[src/rtl/valid_ready_accum.sv]
// Purpose: reduces each group of up to MAX_N upstream beats (sum/max/min) to one downstream result.
// Latency: result valid one cycle after the clk edge that accepts the group's closing beat.
// Backpressure: ready_a = ~valid_b | ready_b, so a held result stalls every upstream beat; full throughput otherwise.
module valid_ready_accum #(
    parameter int DATA_W = 8,
    parameter int MAX_N  = 4,
    parameter int LEN_W  = $clog2(MAX_N + 1),
    parameter int OUT_W  = DATA_W + $clog2(MAX_N)
) (
    input  logic              clk,
    input  logic              rst_n,
    input  logic [DATA_W-1:0] data_in,
    input  logic              valid_a,
    input  logic              last_a,
    output logic              ready_a,
    input  logic [LEN_W-1:0]  cfg_len,
    input  logic [1:0]        cfg_mode,
    output logic [OUT_W-1:0]  data_out,
    output logic [LEN_W-1:0]  cnt_out,
    output logic              valid_b,
    input  logic              ready_b
);

    localparam logic [LEN_W-1:0] MAX_N_L   = LEN_W'(MAX_N);
    localparam logic [1:0]       MODE_MAX  = 2'd1;
    localparam logic [1:0]       MODE_MIN  = 2'd2;

    logic [OUT_W-1:0] acc_q, acc_d;
    logic [LEN_W-1:0] cnt_q, cnt_d;
    logic [LEN_W-1:0] len_q, len_d;
    logic [1:0]       mode_q, mode_d;
    logic [OUT_W-1:0] dout_q, dout_d;
    logic [LEN_W-1:0] cout_q, cout_d;
    logic             vb_q, vb_d;

    logic             acc_a;
    logic             xfer_b;
    logic             close;
    logic [LEN_W-1:0] len_clamp;
    logic [LEN_W-1:0] len_e;
    logic [1:0]       mode_e;
    logic [LEN_W-1:0] cnt_inc;
    logic [OUT_W-1:0] data_ext;
    logic [OUT_W-1:0] combine;

    assign ready_a  = ~vb_q | ready_b;
    assign acc_a    = valid_a & ready_a;
    assign xfer_b   = vb_q & ready_b;

    assign valid_b  = vb_q;
    assign data_out = dout_q;
    assign cnt_out  = cout_q;

    // Effective group config: live inputs on the first beat, latched copy for the rest of the group.
    always_comb begin
        len_clamp = ((cfg_len == '0) || (cfg_len > MAX_N_L)) ? MAX_N_L : cfg_len;
        len_e     = (cnt_q == '0) ? len_clamp : len_q;
        mode_e    = (cnt_q == '0) ? cfg_mode : mode_q;
        cnt_inc   = cnt_q + 1'b1;
        close     = acc_a & ((cnt_inc == len_e) | last_a);
    end

    // Reduction of the running value with the incoming beat; first beat seeds the accumulator.
    always_comb begin
        data_ext = OUT_W'(data_in);
        combine  = acc_q + data_ext;
        if (cnt_q == '0) begin
            combine = data_ext;
        end else if (mode_e == MODE_MAX) begin
            combine = (acc_q > data_ext) ? acc_q : data_ext;
        end else if (mode_e == MODE_MIN) begin
            combine = (acc_q < data_ext) ? acc_q : data_ext;
        end
    end

    // Next-state for group tracking and the output holding register.
    always_comb begin
        acc_d  = acc_q;
        cnt_d  = cnt_q;
        len_d  = len_q;
        mode_d = mode_q;
        dout_d = dout_q;
        cout_d = cout_q;
        vb_d   = vb_q;
        if (acc_a && (cnt_q == '0)) begin
            len_d  = len_clamp;
            mode_d = cfg_mode;
        end
        if (close) begin
            dout_d = combine;
            cout_d = cnt_inc;
            cnt_d  = '0;
            vb_d   = 1'b1;
        end else begin
            if (acc_a) begin
                acc_d = combine;
                cnt_d = cnt_inc;
            end
            if (xfer_b) begin
                vb_d = 1'b0;
            end
        end
    end

    // State registers with synchronous active-low reset; a reset drops any partial group.
    always_ff @(posedge clk) begin
        if (!rst_n) begin
            acc_q  <= '0;
            cnt_q  <= '0;
            len_q  <= '0;
            mode_q <= '0;
            dout_q <= '0;
            cout_q <= '0;
            vb_q   <= 1'b0;
        end else begin
            acc_q  <= acc_d;
            cnt_q  <= cnt_d;
            len_q  <= len_d;
            mode_q <= mode_d;
            dout_q <= dout_d;
            cout_q <= cout_d;
            vb_q   <= vb_d;
        end
    end

endmodule

[config.mk]
export PLATFORM = sky130hd
export DESIGN_NAME = valid_ready_accum
export DESIGN_NICKNAME = d
export VERILOG_FILES = /design/src/rtl/valid_ready_accum.sv
export SDC_FILE = /design/constraint.sdc
export NUM_CORES = 1
export LEC_CHECK = 0
export ABC_AREA = 1
export CORE_UTILIZATION = 35
export CTS_CLUSTER_DIAMETER = 120
export DETAILED_ROUTE_END_ITERATION = 12
export DONT_BUFFER_PORTS = 1
export GPL_TIMING_DRIVEN = 0
export HOLD_SLACK_MARGIN = 0.06
export SLEW_MARGIN = 20
export SYNTH_ARGS = -nofsm -noshare
export SYNTH_HDL_FRONTEND = slang
export SYNTH_SLANG_ARGS = --single-unit
[constraint.sdc]
create_clock -name clk -period 2.3 [get_ports clk]
set_clock_uncertainty 0.2 [all_clocks]
set_input_delay 0.345 -clock clk [delete_from_list [all_inputs] [get_ports clk]]
set_output_delay 0.345 -clock clk [all_outputs]
set_load 0.01 [all_outputs]
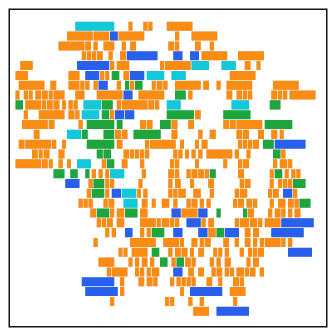
Figure 1: run 1, cells by drive strength.
legend:
  drive 2:
    color: green
    cells: 41
    share: 9.6%
  drive 1 or less:
    color: orange
    cells: 342
    share: 80%
  drive 3 to 4:
    color: blue
    cells: 30
    share: 7.0%
  drive 6 and up:
    color: cyan
    cells: 14
    share: 3.3%
Area Overhead vs Synth: 20.46%
number of ordinary and repair buffers in the finished layout: 27

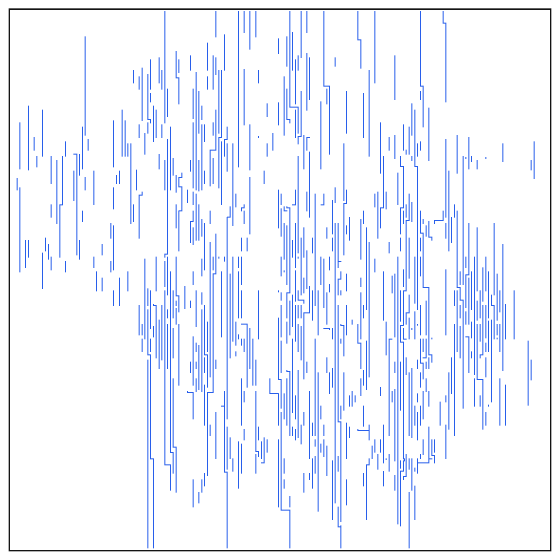
Figure 2: run 1, the metal 2 layer.
nets with wire on the layer: 364
share of all routed wire: 48%
wire length on this layer: 3290 um
global routing usage on met2: 0.3196
final wirelength: 6826 um

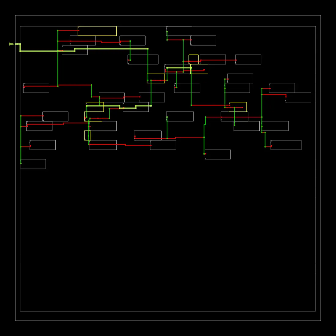
Figure 3: run 1, clock routing.
number of clock buffers in the layout: 5
FF+latch count: 32
Sink Count: 32

==> results.txt, run 1 <==
On the backend side, the flow ran end to end.

The post-route utilization of the core is recorded as 0.4458. The post-route clock period utilization stands at 0.9468. The critical path depth in cells stands at 11. The top cell type in the final layout, fill and taps aside, is sky130_fd_sc_hd__nand2_1.

The detailed router placed 2578 vias in this run. Once the clock tree was built, the resizer swapped 6 gates to a different size. Hold analysis lists the worst path endpoint as mode_q[1]. Yosys printed 0 warnings.

The shortest period the worst path allows stands at 2.178 ns. After clock tree synthesis, the setup repair step added 3 buffers. Setup repair after global routing could not meet its margin everywhere. The fraction of synthesis flops using an asynchronous set or reset pin stands at 0. The DRC violation total left in the routed layout is recorded as 0.

The clock passes through at most 2 buffers. The chip area from the yosys synthesis statistics stands at 2556 sq um. The peak supply drop stands at 0.4267 mV.

The global-route wire length before repair stands at 11010 um. The ratio of cells with drive above 1 in the final layout stands at 0.1991. The mean number of vias per cell stands at 4.929.

In this run the cell area of the synthesized design comes to 2556 sq um. In this run the number of H-tree levels came out at 2. The count of unique library cells instantiated by Yosys stands at 33. The leakage dissipation stands at 1.498 nW. The report puts the cell count of the worst reg-to-reg path at 11. According to the I/O placement log, the pin count is 33.

In this run, synthesis produced a sequential element count of 32. The remaining antenna violation count stands at 0. The length of routed met3 wiring stands at 350 um. The signal arrival time at the worst endpoint stands at 2.15 ns.

The biggest area contributor in the post-synthesis netlist is sky130_fd_sc_hd__dfxtp_1. After layout, the design draws a total of 1.940 mW. The per-instance average area after synthesis stands at 6.343 sq um. Checking max transition, the worst relative margin is 0.7463. The count of cells along the worst hold path stands at 2. TritonCTS built the clock tree.

The worst setup path is launched from a flop. For met3 alone, demand over resource in global routing was 0.04360. The number of standard cells reported by yosys stands at 403. For reference, the top cells by area after synthesis are sky130_fd_sc_hd__dfxtp_1 25%, sky130_fd_sc_hd__nand2_1 18%, sky130_fd_sc_hd__ha_1 9.3%. The tree is rooted in a sky130_fd_sc_hd__clkbuf_8. The floorplan core density stands at 0.3701.

After its last routability iteration, the placer logged a weighted congestion of 0.8644. The first TritonRoute pass finished after 4 iterations. In this run the worst hold path is classified as input pin to flop. The total of endpoints with negative setup slack in the final report stands at 0.

Hold-check failures listed in the final report amount to 0. Entering global routing, the biggest net connects 12 pins. The cell family contributing the most delay on the critical path is simple AND/OR/NAND/NOR gates. The power per unit of standard cell area stands at 630.0 nW/um^2. The number of hold-repair buffers added at the cts stage stands at 3. The global-route track usage on met1 stands at 0.2313. The library cells used most frequently in the layout, excluding fill and tap cells, are 120 x sky130_fd_sc_hd__nand2_1, 50 x sky130_fd_sc_hd__inv_1, 34 x sky130_fd_sc_hd__nand3_1.

The number of enable-type register cells in the synthesized netlist stands at 0. The worst hold path begins at cfg_mode[1]. Per the GRT log, the top usage layer is met2. The buffers plus inverters on the worst setup path stands at 1. The flow ran to the end, and the final reports show no timing, DRC or antenna violations. The count of final max-slew check failures stands at 0.

The clock network latency to the later pin of the worst-skew pair stands at 0.28 ns. In the synthesized netlist the dominant register cell turns out to be sky130_fd_sc_hd__dfxtp_1. The aggregate global routing overflow stands at 0.

The worst setup path is captured at a flop. For the pin with the worst max-slew slack, the measured transition is 0.3779 ns. In the final routed layout, each cell accounts on average for 13.05 um. The delay of the slowest cell on the worst path stands at 0.37 ns. In this run the worst setup path terminates at acc_q[7]. The number of antenna diodes in the final layout is 0. Among all cell types in the netlist, the one instantiated most often is sky130_fd_sc_hd__nand2_1. For this block, wires on met1 add up to 3181 um.

The run reported a max-capacitance violation count of 0. The critical path goes through ha_4 > nand2_1 > nor2_4 > nand4_1 > buf_2 > a21oi_1 > nor2_1 > nor2_1 > nand2_1 > nand2_2 > a21oi_2. Of the post-synthesis cell area, the dominant cell type holds 0.2506. For this run, the top clock speed supported by timing is 459.2 MHz. The detailed placer's ending HPWL stands at 5155 um. The critical path's slowest stage uses the library cell sky130_fd_sc_hd__dfxtp_4. After the last flow step, the layout net total stands at 464. STA lists the endpoint of the worst register-to-register path as acc_q[7]. Per the detail_route log, the uppermost layer with routed signals is met3. The number of filler instances in the final layout stands at 756. The area inside the core boundary stands at 6907 sq um. Row generation in the floorplan step produced 30 rows.
-- run 1: report_power, final --
part / switching [mW] / internal [mW] / total [mW]
logic: 0.448 / 0.294 / 0.742
clock network: 0.220 / 0.321 / 0.541
registers: 0.0544 / 0.603 / 0.658
-- run 1: per-stage QoR --
step | worst slack (ns) | area, sq um | hold slack (ns) | cells | setup TNS [ns]
2_1_floorplan | 0.1167 | 2556 | 0.2291 | 403 | 0
3_3_place_gp | -0.2321 | 2676 | 0.2412 | 499 | -2.931
3_5_place_dp | -0.2584 | 2676 | 0.2464 | 499 | -3.532
4_1_cts | 0.004537 | 2850 | 0.06444 | 513 | 0
5_1_grt | -0.06030 | 3079 | 0.06755 | 523 | -0.5091
6_report | 0.1223 | 3079 | 0.06837 | 523 | 0
-- run 1: state kept, by name, summed over array words and instances, names as in the netlist --
register and cells:
cnt_q 3, cnt_out 3, valid_b 1, mode_q 2, data_out 10, len_q 3, acc_q 10
-- run 1: kinds of logic (layout without fill, tap and decap cells) --
group,Yosys count,after routing,synth area share
and+or+nand+nor,215,215,0.3828
AOI/OAI and AO/OA,65,65,0.1385
buffers and inverters,67,91,0.1136
xor gates and xnor gates,4,4,0.01371
DFF,32,32,0.2506
adders and majority gates,20,20,0.1008
-- run 1: cell type report --
type / count / area [sq um] / area share
Tap cell: 96 / 120.1 / 0.03901
Timing Repair Buffer: 16 / 128.9 / 0.04185
Clock inverter: 3 / 42.54 / 0.01382
Inverter: 56 / 215.2 / 0.06989
Sequential cell: 32 / 655.6 / 0.2129
Multi-Input combinational cell: 304 / 1748 / 0.5677
Buffer: 11 / 100.1 / 0.03251
Clock buffer: 5 / 68.82 / 0.02235
==> run 1 -> run 2 <==
- CORE_MARGIN: default -> 5
==> results.txt, run 2 <==
On the backend side, the flow ran end to end.

The leakage dissipation stands at 1.496 nW (-0.11%). The delay of the slowest cell on the worst path is 0.36 ns (about the same). The final tally of hold violations stands at 0 (unchanged).

The total power after layout stands at 1.950 mW (+0.49%). The power consumed by combinational cells stands at 0.754 mW (+2%). Ranked by total cell area, the synthesized netlist is headed by sky130_fd_sc_hd__dfxtp_1 25%, sky130_fd_sc_hd__nand2_1 18%, sky130_fd_sc_hd__ha_1 9.3%. The power per unit of standard cell area stands at 630.3 nW/um^2 (about the same). The chip area from the yosys synthesis statistics was 2556 sq um (unchanged). STA classifies the critical path startpoint as a flop. The area inside the core boundary was 7176 sq um (+3.9%). The transition time at the pin with the least slew margin was 0.3878 ns (+0.009891 ns). The shortest period the worst path allows is 2.161 ns (-0.01680 ns).

The biggest slice of the total power is consumed by combinational cells. The largest buffer count on any clock path is 2 (unchanged). The layout net count is 464 (unchanged). The global-route wire length before repair stands at 10930 um (-0.75%). Among all cell types in the netlist, the one instantiated most often is sky130_fd_sc_hd__nand2_1. The number of hold-repair buffers added at the cts stage came to 5 (+2). The reported net switching power was 0.7294 mW (+1.0%). The tally of buffers added on design ports stands at 0. The number of levels in the clock H-tree is 2 (unchanged). The total iterations of the first detailed-routing run stands at 4 (unchanged). The post-route clock period utilization is 0.9395 (-0.007304). The count of standard-cell rows is 31 (+3.3%). Ranking logic cells in the layout by count gives the top entries 120 x sky130_fd_sc_hd__nand2_1, 48 x sky130_fd_sc_hd__inv_1, 34 x sky130_fd_sc_hd__nand3_1. The remaining antenna violation count stands at 0 (unchanged). Sorting the synthesized cells by how often they occur yields 125 x sky130_fd_sc_hd__nand2_1, 51 x sky130_fd_sc_hd__inv_1, 34 x sky130_fd_sc_hd__nand3_1. TritonCTS built the clock tree. The number of diodes added for antenna fixing stands at 0 (unchanged).

The total number of clock tree sinks stands at 32 (unchanged). The count of max-cap constraint violations was 0 (unchanged). In the synthesized netlist the dominant register cell turns out to be sky130_fd_sc_hd__dfxtp_1. The count of final max-slew check failures stands at 0 (unchanged).

Per the CTS log, the root buffer master is sky130_fd_sc_hd__clkbuf_8. The final critical-path setup slack stands at 0.1391 ns (+0.01680 ns). The peak supply drop was 0.2807 mV (-34%). The post-route cell area stands at 3093 sq um (+0.45%). The pin count of the biggest net entering global routing is 12 (unchanged).

The initial antenna violation count stands at 0. The proportion of power drawn by combinational gates stands at 0.387 (+0.005). The netlist area before placement stands at 2556 sq um (unchanged).

The number of filler instances in the final layout stands at 791 (+4.6%). The ratio of cells with drive above 1 in the final layout stands at 0.1991 (unchanged). Checking hold timing, the worst path is listed with class input pin to flop.

The fraction of synthesis flops using an asynchronous set or reset pin stands at 0 (unchanged). The number of design rule violations left after detail routing stands at 0 (unchanged). The final weighted congestion in routability-driven placement came to 0.8435 (-2.4%). The routed length per placed instance is 13.34 um (+2.2%). The mean number of vias per cell was 5.013 (+1.7%).

The largest total area in the synthesized netlist belongs to sky130_fd_sc_hd__dfxtp_1. The floorplan core density stands at 0.3562 (-0.01388). The aggregate global routing overflow stands at 0 (unchanged). The number of warnings printed during yosys synthesis stands at 0 (unchanged). The detailed placer's ending HPWL stands at 5243 um (+1.7%). The final routed wirelength across all metal layers is 7017 um (+2.8%). The cell area after placement stands at 2680 sq um (+0.14%). The largest individual stage delay along the critical path comes from the cell sky130_fd_sc_hd__dfxtp_2. The normalized max-slew margin stands at 0.7396 (-0.006641). The per-instance average area after synthesis is 6.343 sq um (unchanged).

The number of enable-type register cells in the synthesized netlist is 0 (unchanged). The total of endpoints with negative setup slack in the final report was 0 (unchanged). The count of cells resized by post-cts repair stands at 11 (+5).

The signal arrival time at the worst endpoint was 2.13 ns (-0.02 ns). The run finished with clean final reports. The report lists the cells along the critical path as ha_4 > nand2_1 > nor2_4 > buf_4 > nand2_4 > nand3_2 > buf_6 > nand3_1 > nand3_1 > nand2_1 > inv_1 > nand2_1 > nand2_1 > a21oi_2. The clock network power share stands at 0.275 (-0.004). The part of the total power dissipated in sequential elements stands at 0.338 (about the same). The number of standard cells reported by yosys came to 403 (unchanged).

The count of unique library cells instantiated by Yosys stands at 33 (unchanged). The power drawn by the sequential cells stands at 0.659 mW (about the same). STA classifies the critical path endpoint as a flop. The number of vias in the routed layout stands at 2637 (+2.3%). The share of the synthesized area in the top cell type is 0.2506 (unchanged). The pre-CTS worst setup slack stands at -0.1781 ns (+0.08035 ns). The internal power contribution stands at 1.220 mW (+0.19%). The clock network latency to the later pin of the worst-skew pair stands at 0.29 ns (about the same). The area added between synthesis and finish stands at 21.00%. The switching power share of the total stands at 0.3741 (+0.001897). The post-CTS setup-driven buffer insertion count stands at 2 (-1).

By instance count after routing, the leading logic cell type is sky130_fd_sc_hd__nand2_1. The flip-flop and latch count after synthesis came to 32 (unchanged). The timing report attributes the biggest portion of critical-path delay to simple AND/OR/NAND/NOR gates. The upper clock frequency limit stands at 462.8 MHz (+0.78%). The most numerous cell type found on the critical path is sky130_fd_sc_hd__nand2_1.

The buffers plus inverters on the worst setup path stands at 3 (+2). The number of top-level pins is 33 (unchanged).
-- run 2: cell counts after synthesis --
Identical to the previous run, type by type.
-- run 2: through the flow --
stage / hold WS [ns] / TNS, ns / utilization / std cells
global placement: 0.2419 / -2.395 / 0.3735 / 502
floorplan: 0.2291 / 0 / - / 403
CTS: 0.06006 / 0 / 0.4031 / 517
detailed placement: 0.2490 / -2.697 / 0.3735 / 502
finish: 0.05725 / 0 / 0.4310 / 526
global route: 0.07404 / -0.01981 / 0.4310 / 526
-- run 2: path summary, 6_finish.rpt --
| kind | from | end | slack, ns | depth (start not counted) |
|---|---|---|---|---|
| min reg2reg | mode_q[0] | mode_q[0] | 0.25 | 2 |
| min | cfg_mode[0] | mode_q[0] | 0.06 | 2 |
| max reg2reg | acc_q[7] | acc_q[0] | 0.14 | 14 |
| max | acc_q[7] | acc_q[0] | 0.14 | 14 |
-- run 2: logic make-up (layout without fill, tap and decap cells) --
group | Yosys count | count (layout) | share of synthesized area
compound gates | 65 | 65 | 0.1385
xor+xnor | 4 | 4 | 0.01371
fa+ha+maj | 20 | 20 | 0.1008
simple gates | 215 | 215 | 0.3828
buf+inv | 67 | 91 | 0.1136
flops | 32 | 32 | 0.2506
-- run 2: layout make-up --
class	count	area, sq um	share of cell area
plain buffers	11	90.09	0.02913
inverters	56	215.2	0.06958
flip-flops and latches	32	651.9	0.2108
clock buffers	5	68.82	0.02225
repair buffers	16	133.9	0.04328
well taps	99	123.9	0.04005
multi-input cells	304	1767	0.5712
clock inverters	3	42.54	0.01375
-- run 2: metal layers --
layer / wire [um] / track usage / up-vias
met2: 3400 / 0.2490 / 80
met3: 438 / 0.03236 / 16
met4: 118 / 0.04502 / 0
met5: 0 / 0 / -
li1: - / - / 1344
met1: 3060 / 0.1976 / 1197
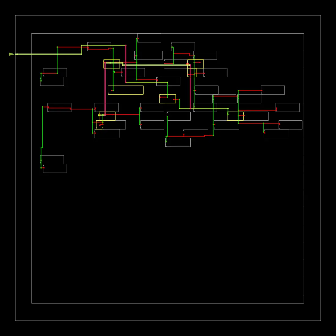
Figure 4: run 2, clock routing.
power drawn by the clock network: 0.537 mW
CTS Buf Count: 5

Power is estimated from default activity; no workload was simulated.
